File: src/rtl/adc_seq_pkg.sv
// Shared state encoding and default constants for the SAR conversion sequencer.
package adc_seq_pkg;

    typedef enum logic [1:0] {
        IDLE    = 2'd0,
        SAMPLE  = 2'd1,
        CONVERT = 2'd2,
        DONE    = 2'd3
    } seq_state_t;

    localparam int DEF_RESOLUTION    = 12;
    localparam int DEF_SAMPLE_CYCLES = 8;

endpackage

File: src/rtl/adc_sync_edge.sv
// Two-flop synchronizer with a history flop producing a one-cycle rise pulse.
module adc_sync_edge (
    input  logic clk,
    input  logic rst,
    input  logic d,
    output logic q,
    output logic rise
);

    logic s1;
    logic s2;
    logic hist;
    logic primed;
    logic armed;

    always_ff @(posedge clk or posedge rst) begin
        if (rst) begin
            s1     <= 1'b0;
            s2     <= 1'b0;
            hist   <= 1'b0;
            primed <= 1'b0;
            armed  <= 1'b0;
        end else begin
            s1     <= d;
            s2     <= s1;
            hist   <= s2;
            primed <= 1'b1;
            // a genuinely sampled low is required before any edge counts
            armed  <= armed | (primed & ~s1);
        end
    end

    assign q    = s2;
    assign rise = s2 & ~hist & armed;

endmodule

File: src/rtl/adc_conv_sequencer.sv
// SAR ADC conversion sequencer: sample phase, bitwise successive approximation,
// one-cycle done strobe, optional continuous conversion.
module adc_conv_sequencer
    import adc_seq_pkg::*;
#(
    parameter int RESOLUTION    = DEF_RESOLUTION,
    parameter int SAMPLE_CYCLES = DEF_SAMPLE_CYCLES
) (
    input  logic                  clk,
    input  logic                  rst,
    input  logic                  start_conv,
    input  logic                  ena_in,
    input  logic                  abort,
    input  logic                  comp_in,
    output logic                  sample_out,
    output logic [RESOLUTION-1:0] dac_code,
    output logic [RESOLUTION-1:0] result,
    output logic                  result_valid,
    output logic                  busy,
    output logic                  ena_out
);

    localparam logic [7:0] SC_LAST = 8'(SAMPLE_CYCLES - 1);
    localparam logic [3:0] K_TOP   = 4'(RESOLUTION - 1);
    localparam logic [RESOLUTION-1:0] LSB = RESOLUTION'(1);
    localparam logic [RESOLUTION-1:0] MSB = {1'b1, {(RESOLUTION-1){1'b0}}};

    seq_state_t            state;
    logic [7:0]            cnt;
    logic [3:0]            k;
    logic [RESOLUTION-1:0] code;
    logic [RESOLUTION-1:0] code_next;
    logic [RESOLUTION-1:0] trial_next;
    logic                  start_edge;
    logic                  start_sync;

    adc_sync_edge u_sync (
        .clk  (clk),
        .rst  (rst),
        .d    (start_conv),
        .q    (start_sync),
        .rise (start_edge)
    );

    assign code_next  = code | (comp_in ? (LSB << k) : '0);
    assign trial_next = code_next | (LSB << (k - 4'd1));

    always_ff @(posedge clk or posedge rst) begin
        if (rst) begin
            state        <= IDLE;
            sample_out   <= 1'b0;
            dac_code     <= '0;
            result       <= '0;
            result_valid <= 1'b0;
            code         <= '0;
            cnt          <= '0;
            k            <= '0;
        end else begin
            result_valid <= 1'b0;
            unique case (state)
                IDLE: begin
                    if (start_edge || ena_in) begin
                        state      <= SAMPLE;
                        sample_out <= 1'b1;
                        cnt        <= SC_LAST;
                    end
                end
                SAMPLE: begin
                    if (abort) begin
                        state      <= IDLE;
                        sample_out <= 1'b0;
                    end else if (cnt == 8'd0) begin
                        state      <= CONVERT;
                        sample_out <= 1'b0;
                        k          <= K_TOP;
                        code       <= '0;
                        dac_code   <= MSB;
                    end else begin
                        cnt <= cnt - 8'd1;
                    end
                end
                CONVERT: begin
                    if (abort) begin
                        state    <= IDLE;
                        dac_code <= '0;
                    end else if (k == 4'd0) begin
                        state        <= DONE;
                        code         <= code_next;
                        result       <= code_next;
                        result_valid <= 1'b1;
                        dac_code     <= '0;
                    end else begin
                        k        <= k - 4'd1;
                        code     <= code_next;
                        dac_code <= trial_next;
                    end
                end
                DONE: begin
                    // abort during DONE lets the strobe finish but stops chaining
                    if (ena_in && !abort) begin
                        state      <= SAMPLE;
                        sample_out <= 1'b1;
                        cnt        <= SC_LAST;
                    end else begin
                        state <= IDLE;
                    end
                end
                default: state <= IDLE;
            endcase
        end
    end

    assign busy    = (state != IDLE);
    assign ena_out = busy | ena_in;

endmodule

File: config.mk
export PLATFORM = sky130hd
export DESIGN_NAME = adc_conv_sequencer
export DESIGN_NICKNAME = d
export VERILOG_FILES = /design/src/rtl/adc_seq_pkg.sv /design/src/rtl/adc_sync_edge.sv /design/src/rtl/adc_conv_sequencer.sv
export SDC_FILE = /design/constraint.sdc
export NUM_CORES = 1
export LEC_CHECK = 0
export ABC_AREA = 1
export CORE_AREA = 2 2 72 74
export CTS_CLUSTER_SIZE = 16
export DETAILED_ROUTE_END_ITERATION = 6
export DIE_AREA = 0 0 74 76
export GPL_TIMING_DRIVEN = 0
export PLACE_DENSITY = 0.82
export SLEW_MARGIN = 20
export SYNTH_ARGS = -nofsm -noshare
export SYNTH_HDL_FRONTEND = slang
export SYNTH_SLANG_ARGS = --single-unit
export TNS_END_PERCENT = 50
File: constraint.sdc
create_clock -name clk -period 4.7 [get_ports clk]
set_clock_uncertainty 0.1 [all_clocks]
set_input_delay 0.705 -clock clk [delete_from_list [all_inputs] [get_ports clk]]
set_output_delay 0.705 -clock clk [all_outputs]
set_load 0.02 [all_outputs]
Fig. 1: run 1, cell classes on the final placement
(4 px per um)
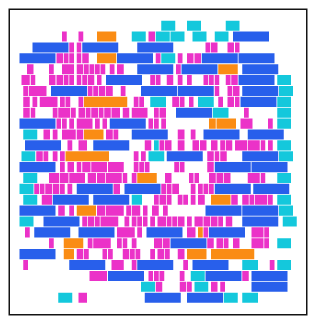
| colour | class | cells | share of their area |
|---|---|---|---|
| orange | clock drivers and dummy loads | 16 | 7.2% |
| blue | registers | 57 | 42% |
| magenta | remaining logic cells | 264 | 38% |
| cyan | remaining buffers and delay cells | 41 | 12% |

Fig. 2: run 1, sequential cells coloured by netlist name
(4 px per um) Other sequential cells in the stronger grey, the rest of the logic in the fainter grey.
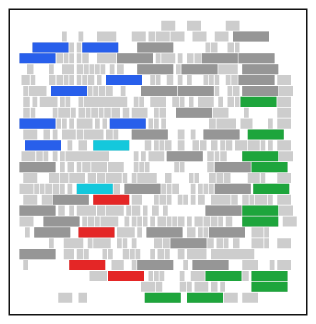
| colour | netlist name | sequential cells |
|---|---|---|
| green | result | 12 |
| blue | cnt | 8 |
| red | k | 4 |
| cyan | state | 2 |
Final Core Density: 70.35%
Register Area: 0.001426 mm2
sequential power: 609 uW

==> impl_metrics.ini, run 1 <==
; flow metrics
[status]
status = finished, final reports clean

[worst_setup_path]
crit_chain = clkdlybuf4s50_1 -> inv_1 -> nand2_1 -> clkdlybuf4s50_1
crit_fanout = 2
cp.arrival_ns = 1.89
crit_end = ena_out
required_ns = 3.89
cpPeakStageDelay_ns = 0.59
worstSetupStartpoint = ena_in
slowest_stage = clkdlybuf4s50_1
r2r-end = result[7]$_DFFE_PP0P_
reg2reg_depth = 10
start_kind = input port
cpMostUsedCell = clkdlybuf4s50_1
worstSetupEndpointType = output port
path_class = input port to output port
worstReg2RegStart = k[0]$_DFFE_PP0P_
reg2reg_setup_slack_ns = 2.75

[synthesis]
yosys.cell_types.count = 27
yosysChipArea_mm2 = 0.002791
top_cells_by_count = nand2_1, dfrtp_1, inv_1, a21oi_1, nor2_1
ff_type = dfrtp_1
synth_area_leader_cell = dfrtp_1
yosysMostFrequentCell = nand2_1
synth.avg_cell_area_um2 = 8.485
synthMuxAreaShare_pct = 0
compound_area_share_pct = 13.00
netlist_area_mm2 = 0.002791
ys.flops = 57
xor_area_share_pct = 0.6275
simple_gate_share_pct = 24.47
async_flop_share_pct = 100.0
synthCells = 329
edf_count = 0
synthDominantCellAreaShare_pct = 51.10
logic_family = simple AND/OR/NAND/NOR gates
synth-adder-area-share_pct = 3.138
yosys_warnings = 0
yosys-top-cells-area = dfrtp_1, nand2_1, a21oi_1, inv_1, nand3_1
ys_seq_share_pct = 51.10
ys_cells = 329
synth_nets = 342

[pwr]
p_int_uw = 1113
p_comb_share_pct = 32.0
power.density_mw_per_mm2 = 499.0
p_leak_uw = 0.001709
power.total_uw = 1724
pwr-share-seq_pct = 35.3
peakVddDrop_v = 0.0003949
p_sw_uw = 611.7
switching_share_pct = 35.47

[global_routing]
grt.overflow.total = 0
grtUsageTotal_pct = 23.26
grtUsageMet3_pct = 4.762
grt_max_degree = 58
met2_usage_pct = 37.32
antenna_found_initial = 0
grt_pass1_vias = 2101
grt_busiest_layer = met2
grt_pass1_wl_um = 9804
grt_use_met1_pct = 30.03

[route]
wirelength_um = 5985
drc = 0
drtIter0Drc = 235
postRouteAntennaNets = 0
dr.pass1.iters = 4
wire_per_inst_um = 13.36
vias = 2356
vias_per_cell = 5.259

[clock_network]
cts_tree = yes
ctsHoldBuffers = 0
cts_setup_buffers = 0
clk_pin_slew_ns = 0.06
clock-sinks = 57
ctsRootBufferMaster = clkbuf_8
cts_resized = 0
htreeDepth = 3
cts_buffers = 9
clockBufferDepth = 2

[sta]
fin_crit_ns = 2.695
hold_slack_ns = 0.2725
setup_viol = 0
slew_violations = 0
max_freq_ghz = 0.3711
tightest_slew_ns = 0.6904
slew_headroom_pct = 53.97
hold_violations = 0
fin_crit_sh_pct = 57.34
fin_setup_tns_ns = 0
finalWorstSetupSlack_ns = 2.005
rsz0062_at_grt = false

[hold_path]
worstHoldPathCells = 0
hold_path_end = u_sync.hist$_DFF_PP0_
hold_path_class = flop to flop
hp-start = u_sync.q$_DFF_PP0_

[placed_design]
post_dp_cell_area_mm2 = 0.003212
dp_hpwl_um = 4118
dp_slack_ns = 2.011
place_congestion = 0.8606
dp_cells = 432

[floorplanning]
die_area_mm2 = 0.005624
die_y_um = 76
coreArea_mm2 = 0.004912
initial_core_util_pct = 56.83
die_w_um = 74
rows = 26

[job]
warnings = 31
maxCapViolations = 0

[layout]
syn_to_final_growth_pct = 23.80
drive_gt1_share_pct = 14.02
nets = 386
logic_area_mm2 = 0.001155
fin_area_mm2 = 0.003456
fill_cells = 402
diodes = 0
stdcell_count = 448
Fig. 3: run 1, wires at chosen ports, followed through buffers
(6 px per um)
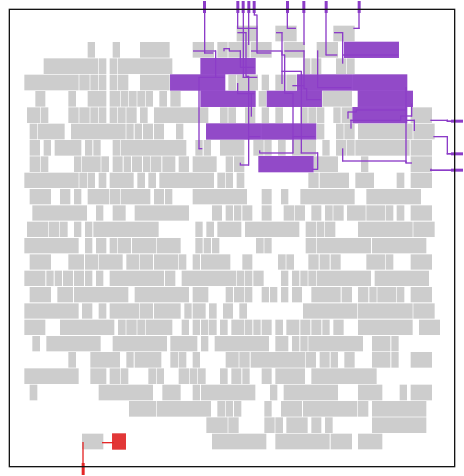
| colour | port | bits | direction | end cells | wire |
|---|---|---|---|---|---|
| red | rst | 1 | input | 1 | 5.40 um |
| purple | dac_code | 12 | output | 12 | 312 um |
num ports: 34
port bufs: 33

Fig. 4: run 1, clock wires, drivers and flops
(4 px per um)
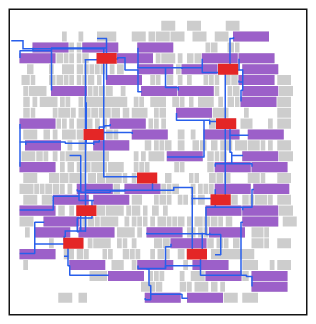
[red] clock-net drivers | count: 9
[purple] flip-flops | count: 57
[blue] clock wires | length: 725 um
routed clock nets: 10
Latency at later pin: 0.34 ns
Power Clock: 563 uW
clock power share: 32.6%

==> run 1: cell usage in the layout, fill, tap and decap left out, drive strengths merged <==
cell and count:
clkdlybuf4s50 33, clkinvlp 1, a31oi 4, clkbuf 11, o21ai 35, nor3 1, or2 1, nand3b 1
nand3 22, o21bai 1, conb 1, buf 8, nand2 101, clkinv 1, xor2 2, bufinv 3
nor2 28, a21oi 25, inv 35, ha 7, dfrtp 57
==> run 1: critical path: cells and delay by family <==
kind,cells,cell delay (ns)
buffers and inverters,3,1.13
AND/OR/NAND/NOR,1,0.06
==> run 1: layout make-up <==
| class | instances | area share [%] |
|---|---|---|
| Timing Repair Buffer | 33 | 9.558 |
| Sequential cell | 57 | 41.27 |
| Buffer | 8 | 2.281 |
| Tap cell | 70 | 2.534 |
| Inverter | 35 | 3.874 |
| Multi-Input combinational cell | 229 | 33.42 |
| Clock buffer | 11 | 4.091 |
| Clock inverter | 5 | 2.969 |
==> run 1: metal layers <==
| layer | wire [um] | vias to the layer above |
|---|---|---|
| met3 | 245 | 14 |
| met2 | 3035 | 67 |
| li1 | - | 1143 |
| met4 | 140 | 0 |
| met1 | 2564 | 1132 |
| met5 | 0 | - |
==> run 1: registers in the layout, indices dropped and copies added, names as in the netlist, 2 cells and up <==
register  count
code         12
dac_code     12
result       12
cnt           8
k             4
state         2
==> run 1: power by group through the flow <==
stage | Clock [uW] | Combinational, uW | Sequential [uW]
finish | 563 | 552 | 609
global route | 588 | 619 | 618
CTS | 569 | 553 | 609
detailed placement | 0 | 548 | 616
global placement | 0 | 532 | 615
floorplan | 0 | 382 | 626
Fig. 5: run 1, cell placement
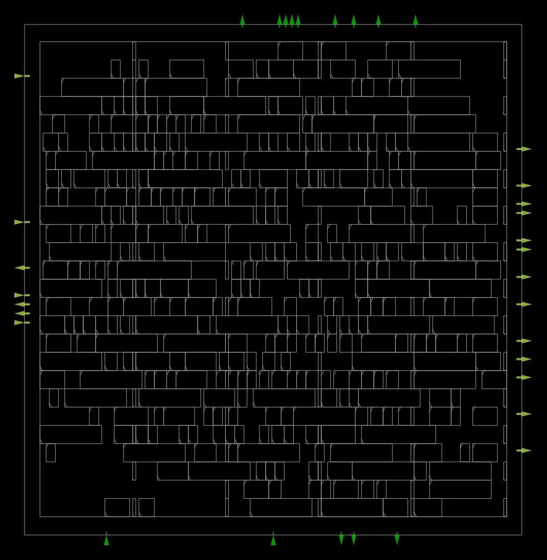

==> run 1 -> run 2 <==
Settings changed: CORE_AREA 2 2 72 74 to 2 2 75 77, DIE_AREA 0 0 74 76 to 0 0 77 79, PLACE_DENSITY 0.82 to 0.77.
Clock period 4.7 ns to 2.6 ns, I/O delays scaled along.
Fig. 6: run 2, cell placement
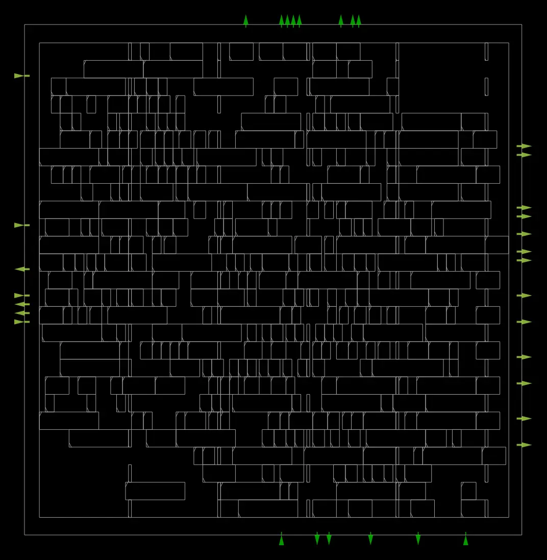
num rows: 27
Final Core Density: 63.88%
fillers: 485

Fig. 7: run 2, cell classes on the final placement
(4 px per um)
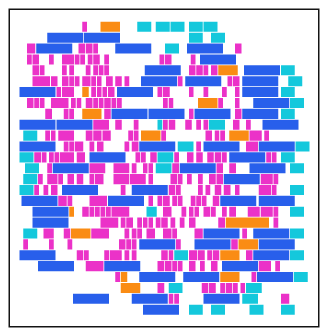
| colour | class | cells | share of their area |
|---|---|---|---|
| blue | registers | 57 | 43% |
| magenta | remaining logic cells | 264 | 39% |
| cyan | remaining buffers and delay cells | 41 | 12% |
| orange | clock drivers and dummy loads | 15 | 5.9% |
Finished Cell Area: 0.003410 mm2
core area: 0.005338 mm2
flop share of the area: 41.83%

==> impl_metrics.ini, run 2 <==
; flow metrics
[status]
status = finished, final reports clean

[synthesis]
yosysMostFrequentCell = nand2_1
synthDominantCellAreaShare_pct = 51.10
yosys.cell_types.count = 27
ys.flops = 57
synth.avg_cell_area_um2 = 8.485
top_cells_by_count = nand2_1, dfrtp_1, inv_1, a21oi_1, nor2_1
ys_cells = 329
synth_area_leader_cell = dfrtp_1
synthCells = 329
edf_count = 0
synth_nets = 342
async_flop_share_pct = 100.0
ys_seq_share_pct = 51.10
netlist_area_mm2 = 0.002791
yosysChipArea_mm2 = 0.002791
ff_type = dfrtp_1
yosys-top-cells-area = dfrtp_1, nand2_1, a21oi_1, inv_1, nand3_1
yosys_warnings = 0

[global_routing]
grtUsageTotal_pct = 22.06
grt_max_degree = 58
antenna_found_initial = 0
grt.overflow.total = 0
grt_pass1_wl_um = 10470
grt_pass1_vias = 2323

[route]
postRouteAntennaNets = 0
dr.pass1.iters = 4
wire_per_inst_um = 13.39
drtIter0Drc = 163
vias_per_cell = 5.078
wirelength_um = 6013
drc = 0
vias = 2280

[floorplanning]
die_area_mm2 = 0.006083
die_y_um = 79
initial_core_util_pct = 52.30
pin_count = 34
die_w_um = 77

[sta]
slew_headroom_pct = 53.75
slew_violations = 0
setup_viol = 0
hold_slack_ns = 0.2839
finalWorstSetupSlack_ns = 0.5369
fin_crit_ns = 2.063
tightest_slew_ns = 0.6937
fin_crit_sh_pct = 79.35
fin_setup_tns_ns = 0
rsz0062_at_grt = false
hold_violations = 0
max_freq_ghz = 0.4847

[worst_setup_path]
crit_chain = clkdlybuf4s50_1 -> inv_1 -> nand2_1 -> clkdlybuf4s50_1
start_kind = input port
cpMostUsedCell = clkdlybuf4s50_1
slowest_stage = clkdlybuf4s50_1
path_buffers = 3
cpPeakStageDelay_ns = 0.59
worstSetupEndpointType = output port
path_class = input port to output port
crit_fanout = 2
critical_path.top_delay_family = buffers and inverters
cp.arrival_ns = 1.57
required_ns = 2.11

[job]
warnings = 31
maxCapViolations = 0

[placed_design]
dp_slack_ns = 0.5407
post_dp_cell_area_mm2 = 0.003214
place_congestion = 0.8722
dp_cells = 434
dp_hpwl_um = 4335
portBuffers = 33

[clock_network]
ctsRootBufferMaster = clkbuf_8
worstSkewPairLatency_ns = 0.34
cts_tree = yes
htreeDepth = 3
clk_pin_slew_ns = 0.06
cts_resized = 0
cts_buffers = 9
clockBufferDepth = 2
cts_setup_buffers = 0
ctsHoldBuffers = 0
clock-sinks = 57

[pwr]
power.density_mw_per_mm2 = 855.3
power.total_uw = 2916
p_leak_uw = 0.001692
peakVddDrop_v = 0.0005531

[layout]
lay_top_cells = nand2_1, dfrtp_1, clkdlybuf4s50_1, inv_1, a21oi_1
drive_gt1_share_pct = 13.79
syn_to_final_growth_pct = 22.14
stdcell_count = 449
nets = 386
final_common_cell = nand2_1
diodes = 0
largestRegisters = code x12, dac_code x12, result x12

[hold_path]
hold_path_class = flop to flop
Fig. 8: run 2, wires at chosen ports, followed through buffers
(6 px per um)
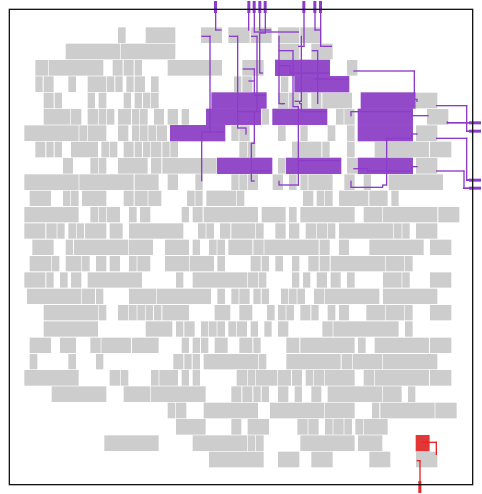
| colour | port | bits | direction | end cells | wire |
|---|---|---|---|---|---|
| red | rst | 1 | input | 1 | 8.40 um |
| purple | dac_code | 12 | output | 12 | 331 um |

[run 2: cell counts after synthesis]
Identical to the previous run, type by type.
[run 2: worst reg2reg max path, cell delays in order, from the launching register on]
cell     delay, ns
dfrtp_1       0.42
inv_1         0.16
ha_1          0.24
inv_1         0.07
nor2_1        0.22
nand2_1       0.18
inv_2         0.11
nand2_4       0.08
buf_6         0.16
nand2_1       0.06
o21ai_0       0.09
[run 2: cells by family after synthesis]
logic type	share of synthesized area, %
xor gates and xnor gates	0.6276
buffers and inverters	7.530
other	0.1343
AOI/OAI and AO/OA	13.00
adders and majority gates	3.137
and+or+nand+nor	24.47
DFF	51.10
[run 2: cell type report]
class	count	area, um2
sequential	57	1426
tap	72	90.09
clock buffer	12	155.1
fill	485	1928
clock inverter	3	40.04
buffer	8	78.83
inverter	35	133.9
multi-input combinational	229	1155
timing repair buffer	33	330.3
[run 2: final timing paths]
kind	start	slack [ns]	cells after the start	to
max	ena_in	0.54	4	ena_out
min	u_sync.s1$_DFF_PP0_	0.28	0	u_sync.q$_DFF_PP0_
max reg2reg	k[0]$_DFFE_PP0P_	0.58	10	result[5]$_DFFE_PP0P_
min reg2reg	u_sync.s1$_DFF_PP0_	0.28	0	u_sync.q$_DFF_PP0_
max in group asynchronous	rst	1.52	2	k[0]$_DFFE_PP0P_
min in group asynchronous	rst	0.42	2	result[0]$_DFFE_PP0P_
[run 2: where the power goes]
part           internal (uW)  total, uW  switching [uW]
Combinational            343        989             645
Sequential              1010       1100            95.6
Clock                    486        824             338
[run 2: routing by layer]
metal,global-route usage (%),up-vias,part of all wire [%]
li1,-,1141,-
met1,26.68,1064,43
met2,37.28,63,50
met3,6.136,12,4.7
met4,9.464,0,2.1
met5,0,-,0
Power figures rest on the tool's default switching activity, not on a simulated workload.
